==> config.mk <==
export PLATFORM = sky130hd
export DESIGN_NAME = bcd_updown_counter_chain
export DESIGN_NICKNAME = d
export VERILOG_FILES = /design/src/rtl/bcd_updown_counter_chain.sv
export SDC_FILE = /design/constraint.sdc
export NUM_CORES = 1
export LEC_CHECK = 0
export CORE_ASPECT_RATIO = 0.8
export CORE_MARGIN = 2
export CORE_UTILIZATION = 41
export CTS_CLUSTER_DIAMETER = 40
export CTS_CLUSTER_SIZE = 28
export DETAILED_ROUTE_END_ITERATION = 16
export DONT_BUFFER_PORTS = 1
export PLACE_DENSITY = 0.57
export SLEW_MARGIN = 20
export SYNTH_ARGS = -nofsm -noshare
export SYNTH_HDL_FRONTEND = slang
export SYNTH_SLANG_ARGS = --single-unit
==> constraint.sdc <==
create_clock -name clk_i -period 5.7 [get_ports clk_i]
set_clock_uncertainty 0.1 [all_clocks]
set_input_delay 0.855 -clock clk_i [delete_from_list [all_inputs] [get_ports clk_i]]
set_output_delay 0.855 -clock clk_i [all_outputs]
set_load 0.005 [all_outputs]
==> src/rtl/bcd_updown_counter_chain.sv <==
// Multi-digit BCD up/down counter chain with per-digit limits, parallel load,
// synchronous re-init and optional saturation at the ends of the count range.
// Digit 0 is the least significant nibble of value_o.

module bcd_updown_counter_chain #(
   parameter int                  DIGITS   = 4,
   parameter logic [4*DIGITS-1:0] LIMITS   = 16'h5959,
   parameter logic [4*DIGITS-1:0] INIT     = 16'h0000,
   parameter bit                  SATURATE = 1'b0
) (
   input  logic                  clk_i,
   input  logic                  rst_i,
   input  logic                  clr_i,
   input  logic                  load_i,
   input  logic [4*DIGITS-1:0]   load_value_i,
   input  logic                  en_i,
   input  logic                  up_i,
   output logic [4*DIGITS-1:0]   value_o,
   output logic                  at_zero_o,
   output logic                  at_max_o,
   output logic                  carry_out_o,
   output logic                  borrow_out_o,
   output logic                  expired_o
);

   localparam logic [4*DIGITS-1:0] ONE = {{(4*DIGITS-1){1'b0}}, 1'b1};

   logic [4*DIGITS-1:0] value_q, value_d;
   logic                carry_q, carry_d;
   logic                borrow_q, borrow_d;
   logic                expired_q, expired_d;

   logic [4*DIGITS-1:0] upValue;
   logic [4*DIGITS-1:0] downValue;
   logic [4*DIGITS-1:0] clampValue;
   logic                upRipple;
   logic                downRipple;
   logic                atZero;
   logic                atMax;

   assign atZero = (value_q == '0);
   assign atMax  = (value_q == LIMITS);

   // Whole-chain increment in one cycle: a digit steps only while every lower digit sits at its limit
   always_comb begin
      upValue  = value_q;
      upRipple = 1'b1;
      for (int i = 0; i < DIGITS; i++) begin
         if (upRipple) begin
            upValue[4*i +: 4] = (value_q[4*i +: 4] == LIMITS[4*i +: 4]) ? 4'd0
                                                                         : value_q[4*i +: 4] + 4'd1;
         end
         upRipple = upRipple && (value_q[4*i +: 4] == LIMITS[4*i +: 4]);
      end
   end

   // Whole-chain decrement in one cycle: a digit steps only while every lower digit is zero
   always_comb begin
      downValue  = value_q;
      downRipple = 1'b1;
      for (int i = 0; i < DIGITS; i++) begin
         if (downRipple) begin
            downValue[4*i +: 4] = (value_q[4*i +: 4] == 4'd0) ? LIMITS[4*i +: 4]
                                                               : value_q[4*i +: 4] - 4'd1;
         end
         downRipple = downRipple && (value_q[4*i +: 4] == 4'd0);
      end
   end

   // Load value with every out-of-range nibble pulled down to that digit's limit
   always_comb begin
      clampValue = load_value_i;
      for (int i = 0; i < DIGITS; i++) begin
         if (load_value_i[4*i +: 4] > LIMITS[4*i +: 4]) begin
            clampValue[4*i +: 4] = LIMITS[4*i +: 4];
         end
      end
   end

   // Next value and pulse selection with clr > load > en priority; saturation swallows the end-of-range tick
   always_comb begin
      value_d   = value_q;
      carry_d   = 1'b0;
      borrow_d  = 1'b0;
      expired_d = 1'b0;
      if (clr_i) begin
         value_d = INIT;
      end else if (load_i) begin
         value_d = clampValue;
      end else if (en_i) begin
         if (up_i) begin
            if (!(SATURATE && atMax)) begin
               value_d = upValue;
               carry_d = atMax;
            end
         end else begin
            if (!(SATURATE && atZero)) begin
               value_d   = downValue;
               borrow_d  = atZero;
               expired_d = (value_q == ONE);
            end
         end
      end
   end

   // Counter and pulse registers; async reset returns to the re-init value
   always_ff @(posedge clk_i or posedge rst_i) begin
      if (rst_i) begin
         value_q   <= INIT;
         carry_q   <= 1'b0;
         borrow_q  <= 1'b0;
         expired_q <= 1'b0;
      end else begin
         value_q   <= value_d;
         carry_q   <= carry_d;
         borrow_q  <= borrow_d;
         expired_q <= expired_d;
      end
   end

   assign value_o      = value_q;
   assign at_zero_o    = atZero;
   assign at_max_o     = atMax;
   assign carry_out_o  = carry_q;
   assign borrow_out_o = borrow_q;
   assign expired_o    = expired_q;

endmodule

==> out/metrics.sh, run 1 <==
REQUIRED_NS=4.74
POST_ROUTE_CELLS_DRIVE_ABOVE_1_SHARE_PCT=8.219
ROOT_BUFFER_CELL='clkbuf_8'
AREA_LEADERS='dfrtp_1 26%, ha_1 8.8%, a21oi_1 5.4%'
CTS_TREE='yes'
SETUP_VIOL=0
WORST_TRAN_PIN_VALUE_NS=0.8029
MAXCAPVIOLCOUNT=0
DIE-WIDTH_UM=78.89
SETUP_TNS_NS=0
SYNTH-EDFF-COUNT=0
CLOCK_PATH_BUFFERS=2
DIE.SIZE.Y_UM=63.91
VIAS=1647
RELATIVE_AREA_CHANGE_FROM_SYNTHESIS_TO_FINAL_LAYOUT_PCT=-0.3400
FP_NETS=262
GRT_PASS1_WL_MM=7.638
TIMING.CRITICAL_PATH.FROM_TYPE='register'
DRT-WIRELENGTH-PER-CELL_UM=16.78
CRIT_ARRIVAL_NS=2.10
FLOORPLAN.IO_PINS=43
TIME_THE_FINAL_WORST_PATH_NEEDS_WITH_I_O_DELAYS_AND_SETUP_NS=3.052
CLOCK.LATENCY.LATE_PIN_NS=0.27
FINAL_NET_COUNT=255
NUMBER_OF_BUFFERS_INSERTED_DURING_CLOCK_TREE_SYNTHESIS=3
FIRSTDRTPASSITERS=4
ANTENNA-DIODE-COUNT=0
CTS.HTREE.LEVELS=1
YOSYS-STAT-CELLS=227
FLOP_CELL='dfrtp_1'
SYNTH-SEQ-AREA-SHARE_PCT=25.85
RUN_STATUS='finished clean'
SYNTH_AREA_PER_CELL_UM2=8.102
MAX_CLOCK_FREQ_MHz=327.7
YOSYS_WARNINGS=0
INITIAL_UTILIZATION_PCT=43.21
MAXSLEWHEADROOM_PCT=46.42
CORE_AREA_UM2=4257
DPL.HPWL_MM=3.281
DRT_FIRST_ITER_VIOLATIONS=150
GRT_MAX_DEGREE=36
SYNTH.CELL_AREA_UM2=1839
PATH_CLK_SLEW_NS=0.08
POST_CTS.REPAIR.SETUP_BUFFERS=0
FIN_UTIL_PCT=43.06
TOP_AREA_CELL_TYPE_SHARE_OF_THE_NETLIST_AREA_PCT=25.85
WORST-SETUP-PATH-TYPE='reg2out'
POSTCTSHOLDBUFS=0
NETLIST-CELL-TYPE-COUNT=54
POWER_PER_CELL_AREA_nW_PER_UM2=208.5
NUMSYNTHFLOPS=19
PLACE_CONGESTION=0.8827
PORT-BUFFER-COUNT=0
POWER.STATIC_LEAKAGE_nW=0.7364
HOLDCRITPATHCLASS='in2async'
CTS.SINK_COUNT=19
ANTENNA_FOUND_INITIAL=0
YOSYSCHIPAREA_UM2=1839
SYNTH_ASYNC_SR_FLOP_SHARE_PCT=100.0
GR-TOTAL-OVERFLOW=0
FINAL_COUNT_OF_HOLD_TIMING_VIOLATIONS=0
GRT_USAGE_PCT=19.29
VIAS_PER_CELL=5.967
WORST_IR_DROP_VDD_mV=0.1286
LAYOUT.FILLER_CELLS=449
GRT_PASS1_VIAS=1485
DIE_AREA_UM2=5041
DRV_SLEW=0
YOSYS.AREA.TOP_TYPE='dfrtp_1'
FINAL_ANTENNA_NET_COUNT=0
CTS-RESIZED-GATES=0
ROWS=21
DRCVIOLATIONCOUNT=0
FINALCRITPERIODSHARE_PCT=53.54
STAGE_LOG_WARNINGS=35
RSZ0062_AT_GRT='no'
SYN_INST=227
ROUTED_WIRELENGTH_MM=4.630
WORSTPATHMAXFANOUT=9
YOSYS-TOP-CELLS-COUNT='20 x a21oi_1, 20 x nand2_1, 20 x nor2_1, 20 x o21ai_0, 19 x dfrtp_1'
SETUP.WORST_PATH.END_CLASS='output port'
## run 1: critical path, stage by stage, from the launching register on
cell and delay (ns):
dfrtp_1 0.49, inv_1 0.14, ha_1 0.22, or3b_2 0.52, nor4_1 0.46
## run 1: kinds of logic (layout without fill, tap and decap cells)
| family | Yosys count | in the layout | synth area share (%) |
|---|---|---|---|
| buffers and inverters | 26 | 18 | 9.592 |
| adders and majority gates | 13 | 13 | 8.844 |
| muxes | 3 | 3 | 1.701 |
| DFF | 19 | 19 | 25.85 |
| xor gates and xnor gates | 2 | 2 | 0.9526 |
| and+or+nand+nor | 88 | 88 | 26.12 |
| AOI/OAI and AO/OA | 76 | 76 | 26.94 |
## run 1: final timing paths
path,startpoint,endpoint,slack [ns],depth (start not counted)
min,rst_i,value_o[9],0.52,1
max in group asynchronous,rst_i,value_o[7],4.48,1
min reg2reg,value_o[9],value_o[9],0.52,2
min in group clk_i,value_o[9],value_o[9],0.52,2
max,value_o[8],at_zero_o,2.65,4
max reg2reg,value_o[4],value_o[15],3.32,6
## run 1: through the flow
step | instance area, um^2 | hold slack [ns] | instances | total power [mW] | setup WS, ns
finish | 1833 | 0.5154 | 276 | 0.3822 | 2.648
detailed placement | 1787 | 0.4985 | 272 | 0.2813 | 2.935
CTS | 1833 | 0.5193 | 276 | 0.3858 | 2.626
global route | 1833 | 0.5409 | 276 | 0.4103 | 2.460
global placement | 1787 | 0.4919 | 272 | 0.2815 | 2.986
floorplan | 1839 | 0.4459 | 227 | 0.2674 | 3.162
## run 1: layout by cell type, fill, tap and decap left out, types with 3 or more instances in the layout
cell	Yosys	layout
a31oi_1	4	4
dfrtp_1	19	19
nand2b_1	6	6
nand2_1	20	20
clkbuf_8	5	3
nor3_1	8	8
o211ai_1	5	5
o21ai_0	20	20
nor2_1	20	20
a211oi_1	5	5
ha_1	13	13
nor2b_1	3	3
a21oi_1	20	20
or3_1	3	3
inv_1	13	13
nand3_1	9	9
## run 1: report_power, final
group	leakage (nW)	internal, mW	switching (mW)
registers	0.250	0.145	0.0250
logic	0.461	0.0490	0.0601
clock network	0.0255	0.0489	0.0543
## run 1: routing by layer
layer	share of wire (%)	global-route usage [%]	up-vias
met5	0	0	-
met2	42	27.67	73
met1	47	28.47	755
met4	0.39	2.586	0
li1	-	-	817
met3	10	6.780	2
## run 1: final cells by class
class,instances,area (um^2),share of cell area (%)
multi-input combinational,182,1187,64.78
sequential,19,475.5,25.94
tap,57,71.32,3.891
inverter,14,52.55,2.867
clock buffer,3,41.29,2.253
clock inverter,1,5.005,0.2730
## run 1: flip-flops by register name (all words and copies together), names as in the netlist
name and flops:
value_o 16, carry_out_o 1, expired_o 1, borrow_out_o 1
Run 1, PDN straps and rails:
Scale: 4 px per um. Pins as bars on the die edge.
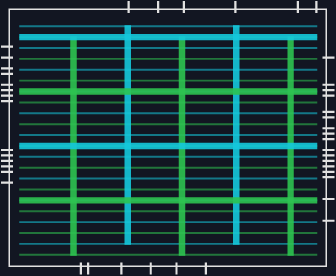
- VDD: cyan
- VSS: green
- met1 rails: 22
- signal pins: 43
- rows: 21

Run 1, placement by cell class:
Scale: 4 px per um. Fill, decap, tap and diode cells in gray.
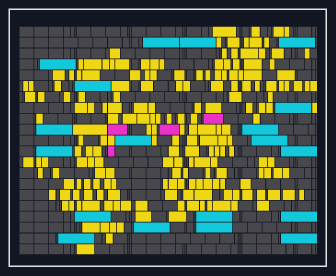
- all other logic: yellow (cells 196; share of their area 70%)
- flip-flops: cyan (cells 19; share of their area 27%)
- clock drivers and dummy loads: magenta (cells 4; share of their area 2.6%)

Run 1, clock distribution:
Scale: 8 px per um.
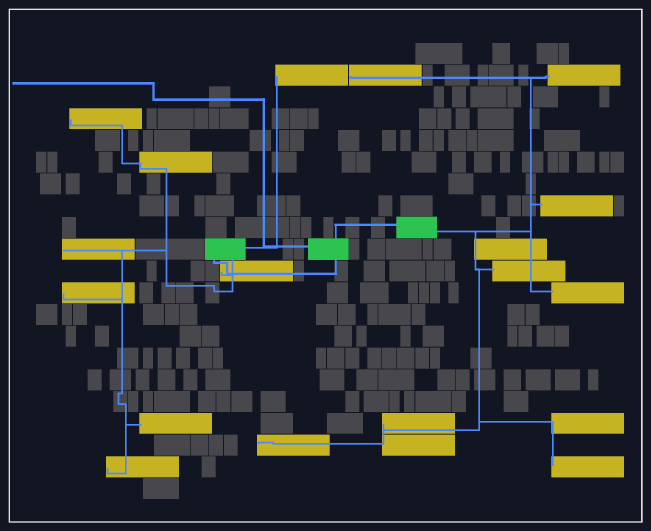
- clock wires: blue (length 366 um)
- flip-flops: yellow (count 19)
- cells driving clock nets: green (count 3)
- routed clock nets: 4
- flops lie: spread over the die

Run 1, placement view:
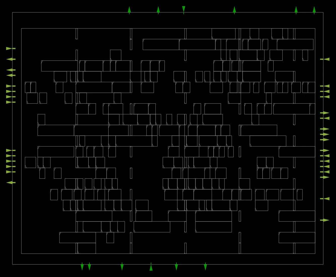

==> run 1 -> run 2 <==
PLACE_DENSITY = 0.59   (was 0.57)
clock period = 2.54 ns   (was 5.7 ns; I/O delays follow)
Run 2, placement view:
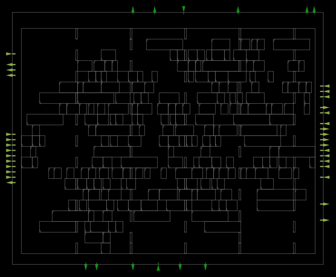
FILL cells: 441
core footprint: 4257 um^2
num tapcells: 57
Finished Core Util: 43.92%

Run 2, clock distribution:
Scale: 8 px per um.
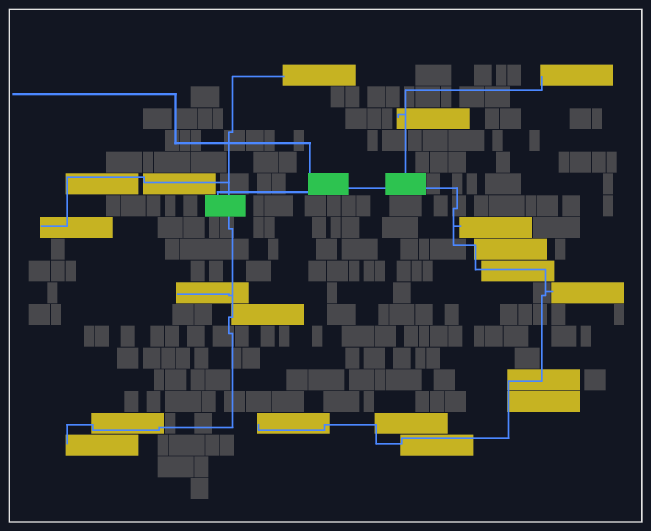
- flip-flops: yellow (count 19)
- cells driving clock nets: green (count 3)
- clock wires: blue (length 311 um)
- routed clock nets: 4

Run 2, PDN straps and rails:
Scale: 4 px per um. Pins as bars on the die edge.
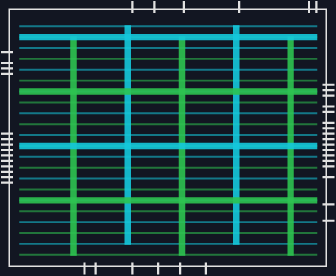
- VDD: cyan
- VSS: green
- rows: 21
- met4 straps: 5
- met5 straps: 4
- signal pins: 43

==> run 2 against run 1 <==
First-iteration DRC count grew 25%. Non-clock buffer count rose by 4. Critical path depth unchanged. Sequential share of layout area fell by 0.50 points. Worst setup slack got worse by 2.5 ns. Clock-buffer cell count unchanged. Critical path type unchanged.
==> out/metrics.sh, run 2 <==
PORT-BUFFER-COUNT=0  # unchanged
WORST-SETUP-PATH-TYPE='reg2out'
RSZ0062_AT_GRT='no'
SYNTH-EDFF-COUNT=0  # unchanged
SLOWEST_DELAY_NS=0.53  # about the same
CRIT_ARRIVAL_NS=1.87  # -0.23 ns
SETUP.WORST_PATH.END_CLASS='output port'
WHS_NS=0.03578  # -0.4796 ns
SYN_INST=227  # unchanged
DIE.SIZE.Y_UM=63.91  # unchanged
FINAL_CELL_MIX='20 x nor2_1, 20 x nand2_1, 20 x o21ai_0, 20 x a21oi_1, 19 x dfrtp_1'
SETUP_TNS_NS=0  # unchanged
GRT_PASS1_WL_MM=7.452  # -2.4%
CTS_TREE='yes'
FINALPOWER_mW=0.8603  # +130%
FINAL_NET_COUNT=259  # +1.6%
RELATIVE_AREA_CHANGE_FROM_SYNTHESIS_TO_FINAL_LAYOUT_PCT=1.633
PATH_CLK_SLEW_NS=0.08  # about the same
DRT-WIRELENGTH-PER-CELL_UM=16.20  # -3.4%
WORSTPATHMAXFANOUT=5  # -4
SETUP_VIOL=0  # unchanged
CLOCK_PATH_BUFFERS=2  # unchanged
FINAL_COUNT_OF_HOLD_TIMING_VIOLATIONS=0  # unchanged
CTS.SINK_COUNT=19  # unchanged
POST_ROUTE_CELLS_DRIVE_ABOVE_1_SHARE_PCT=10.31  # +2.1 points
TOP_AREA_CELL_TYPE_SHARE_OF_THE_NETLIST_AREA_PCT=25.85  # unchanged
SYNTH-SEQ-AREA-SHARE_PCT=25.85  # unchanged
RUN_STATUS='finished clean'
CRITICAL_PATH.TOP_DELAY_FAMILY='simple AND/OR/NAND/NOR gates'
GRT_PASS1_VIAS=1463  # -1.5%
MAX_CLOCK_FREQ_MHz=425.3
GR-TOTAL-OVERFLOW=0  # unchanged
FINAL_AREA_UM2=1869  # +2.0%
REG2REG_SLACK_NS=0.37  # -2.95 ns
NETLIST-CELL-TYPE-COUNT=54  # unchanged
MAXCAPVIOLCOUNT=0  # unchanged
WORST_IR_DROP_VDD_mV=0.2316  # +80%
POST_CTS.REPAIR.SETUP_BUFFERS=0  # unchanged
CLOCK.LATENCY.LATE_PIN_NS=0.26  # about the same
DRT_FIRST_ITER_VIOLATIONS=188  # +25%
TIMING.CRITICAL_PATH.FROM_TYPE='register'
SYNTH.CELL_AREA_UM2=1839  # unchanged
SETUP_SLACK_NS=0.1886  # -2.460 ns
DP_SLACK_NS=0.3669  # -2.568 ns
ROUTED_WIRELENGTH_MM=4.537  # -2.0%
YOSYSCHIPAREA_UM2=1839  # unchanged
FIRSTDRTPASSITERS=4  # unchanged
SYNTH_ASYNC_SR_FLOP_SHARE_PCT=100.0  # unchanged
CRITICAL_PATH.CELL_CHAIN='inv_1 > ha_1 > or3b_2 > nor4_2'
NUMSYNTHFLOPS=19  # unchanged
REQUIRED_NS=2.06  # -2.68 ns
WORST_TRAN_PIN_VALUE_NS=0.7630  # -0.03991 ns
FINAL_ANTENNA_NET_COUNT=0  # unchanged
DIE-WIDTH_UM=78.89  # unchanged
ANTENNA_FOUND_INITIAL=0  # unchanged
DRCVIOLATIONCOUNT=0  # unchanged
VIAS=1668  # +1.3%
YOSYS_WARNINGS=0  # unchanged
YOSYS-TOP-CELLS-COUNT='20 x a21oi_1, 20 x nand2_1, 20 x nor2_1, 20 x o21ai_0, 19 x dfrtp_1'
FLOORPLAN.IO_PINS=43  # unchanged
DRV_SLEW=0  # unchanged
CTS.HTREE.LEVELS=1  # unchanged
PLACE_CONGESTION=0.7978  # -9.6%
NUMBER_OF_BUFFERS_INSERTED_DURING_CLOCK_TREE_SYNTHESIS=3  # unchanged
ROOT_BUFFER_CELL='clkbuf_8'
CRITICAL_PATH.SLOWEST_CELL='or3b_2'
HOLDCRITPATHCLASS='in2async'
TIME_THE_FINAL_WORST_PATH_NEEDS_WITH_I_O_DELAYS_AND_SETUP_NS=2.351
FP_NETS=262  # unchanged
VIAS_PER_CELL=5.957  # -0.17%
ANTENNA-DIODE-COUNT=0  # unchanged
POWER.STATIC_LEAKAGE_nW=0.7565  # +2.7%
YOSYS.AREA.TOP_TYPE='dfrtp_1'
SYNTH_AREA_PER_CELL_UM2=8.102  # unchanged
TIMING.CRITICAL_PATH.BUF_INV=1  # unchanged
MAXSLEWHEADROOM_PCT=49.08  # +2.7 points
DPL-INSTANCE-AREA_UM2=1817  # +1.7%
FINALCRITPERIODSHARE_PCT=92.57
LARGEST_REGISTER_FF_COUNT=16  # unchanged
GRT_MAX_DEGREE=36  # unchanged
ROWS=21  # unchanged
GRT_USAGE_PCT=18.63  # -0.66 points
INITIAL_UTILIZATION_PCT=43.21  # unchanged
POWER_PER_CELL_AREA_nW_PER_UM2=460.2  # +120%
DIE_AREA_UM2=5041  # unchanged
AREA_LEADERS='dfrtp_1 26%, ha_1 8.8%, a21oi_1 5.4%'
YOSYS-STAT-CELLS=227  # unchanged
STAGE_LOG_WARNINGS=35  # unchanged
FLOP_CELL='dfrtp_1'
DPL.HPWL_MM=3.405  # +3.8%
run 2: where the power goes:
part           leakage (nW)  switching [mW]  internal, mW
clock network        0.0255           0.113         0.109
logic                 0.481           0.147         0.117
registers             0.250          0.0475         0.325
total                 0.756           0.308         0.552
run 2: worst reg2reg max path, cell delays in order, from the launching register on:
cell and delay (ns):
dfrtp_1 0.49, inv_1 0.12, ha_1 0.26, nor4b_4 0.32, nand4_2 0.18, o211ai_2 0.23, buf_4 0.18, nor2_1 0.04
nor3_1 0.18
run 2: routing by layer:
metal | vias up | GRT usage, % | wire (um)
met5 | - | 0 | 0
met4 | 0 | 1.940 | 6
met3 | 2 | 5.791 | 427
met2 | 69 | 26.71 | 1804
met1 | 772 | 28.18 | 2299
li1 | 825 | - | -
run 2: what timing repair did:
| action | CTS | global route |
|---|---|---|
| gates resized | 0 | 1 |
| hold buffers | 0 | 0 |
| endpoints found under the setup margin | 0 | 1 |
| hold endpoints to repair | 0 | 0 |
run 2: final timing paths:
kind / startpoint / end / cells past startpoint
max: value_o[9] / at_zero_o / 4
min: rst_i / expired_o / 1
max reg2reg: value_o[4] / value_o[14] / 8
min reg2reg: value_o[1] / value_o[1] / 2
max in group asynchronous: rst_i / value_o[4] / 1
min in group clk_i: clr_i / value_o[6] / 1
run 2: final cells by class:
type	instances	area [um^2]	area share, %
Inverter	14	52.55	2.811
Multi-Input combinational cell	182	1194	63.86
Timing Repair Buffer	4	30.03	1.606
Sequential cell	19	475.5	25.44
Clock buffer	3	41.29	2.209
Clock inverter	1	5.005	0.2677
Tap cell	57	71.32	3.815
run 2: metrics by stage:
stage               std cells  utilization, %
finish                    280           43.92
global route              280           43.92
CTS                       280           43.77
detailed placement        276           42.68
global placement          276           42.68
floorplan                 227               -
run 2: logic make-up after synthesis:
kind of cell / share of synthesized area [%]
xor gates and xnor gates: 0.9526
and+or+nand+nor: 26.12
adders and majority gates: 8.844
AOI/OAI and AO/OA: 26.94
DFF: 25.85
buffers and inverters: 9.592
muxes: 1.701
Power figures rest on the tool's default switching activity, not on a simulated workload.
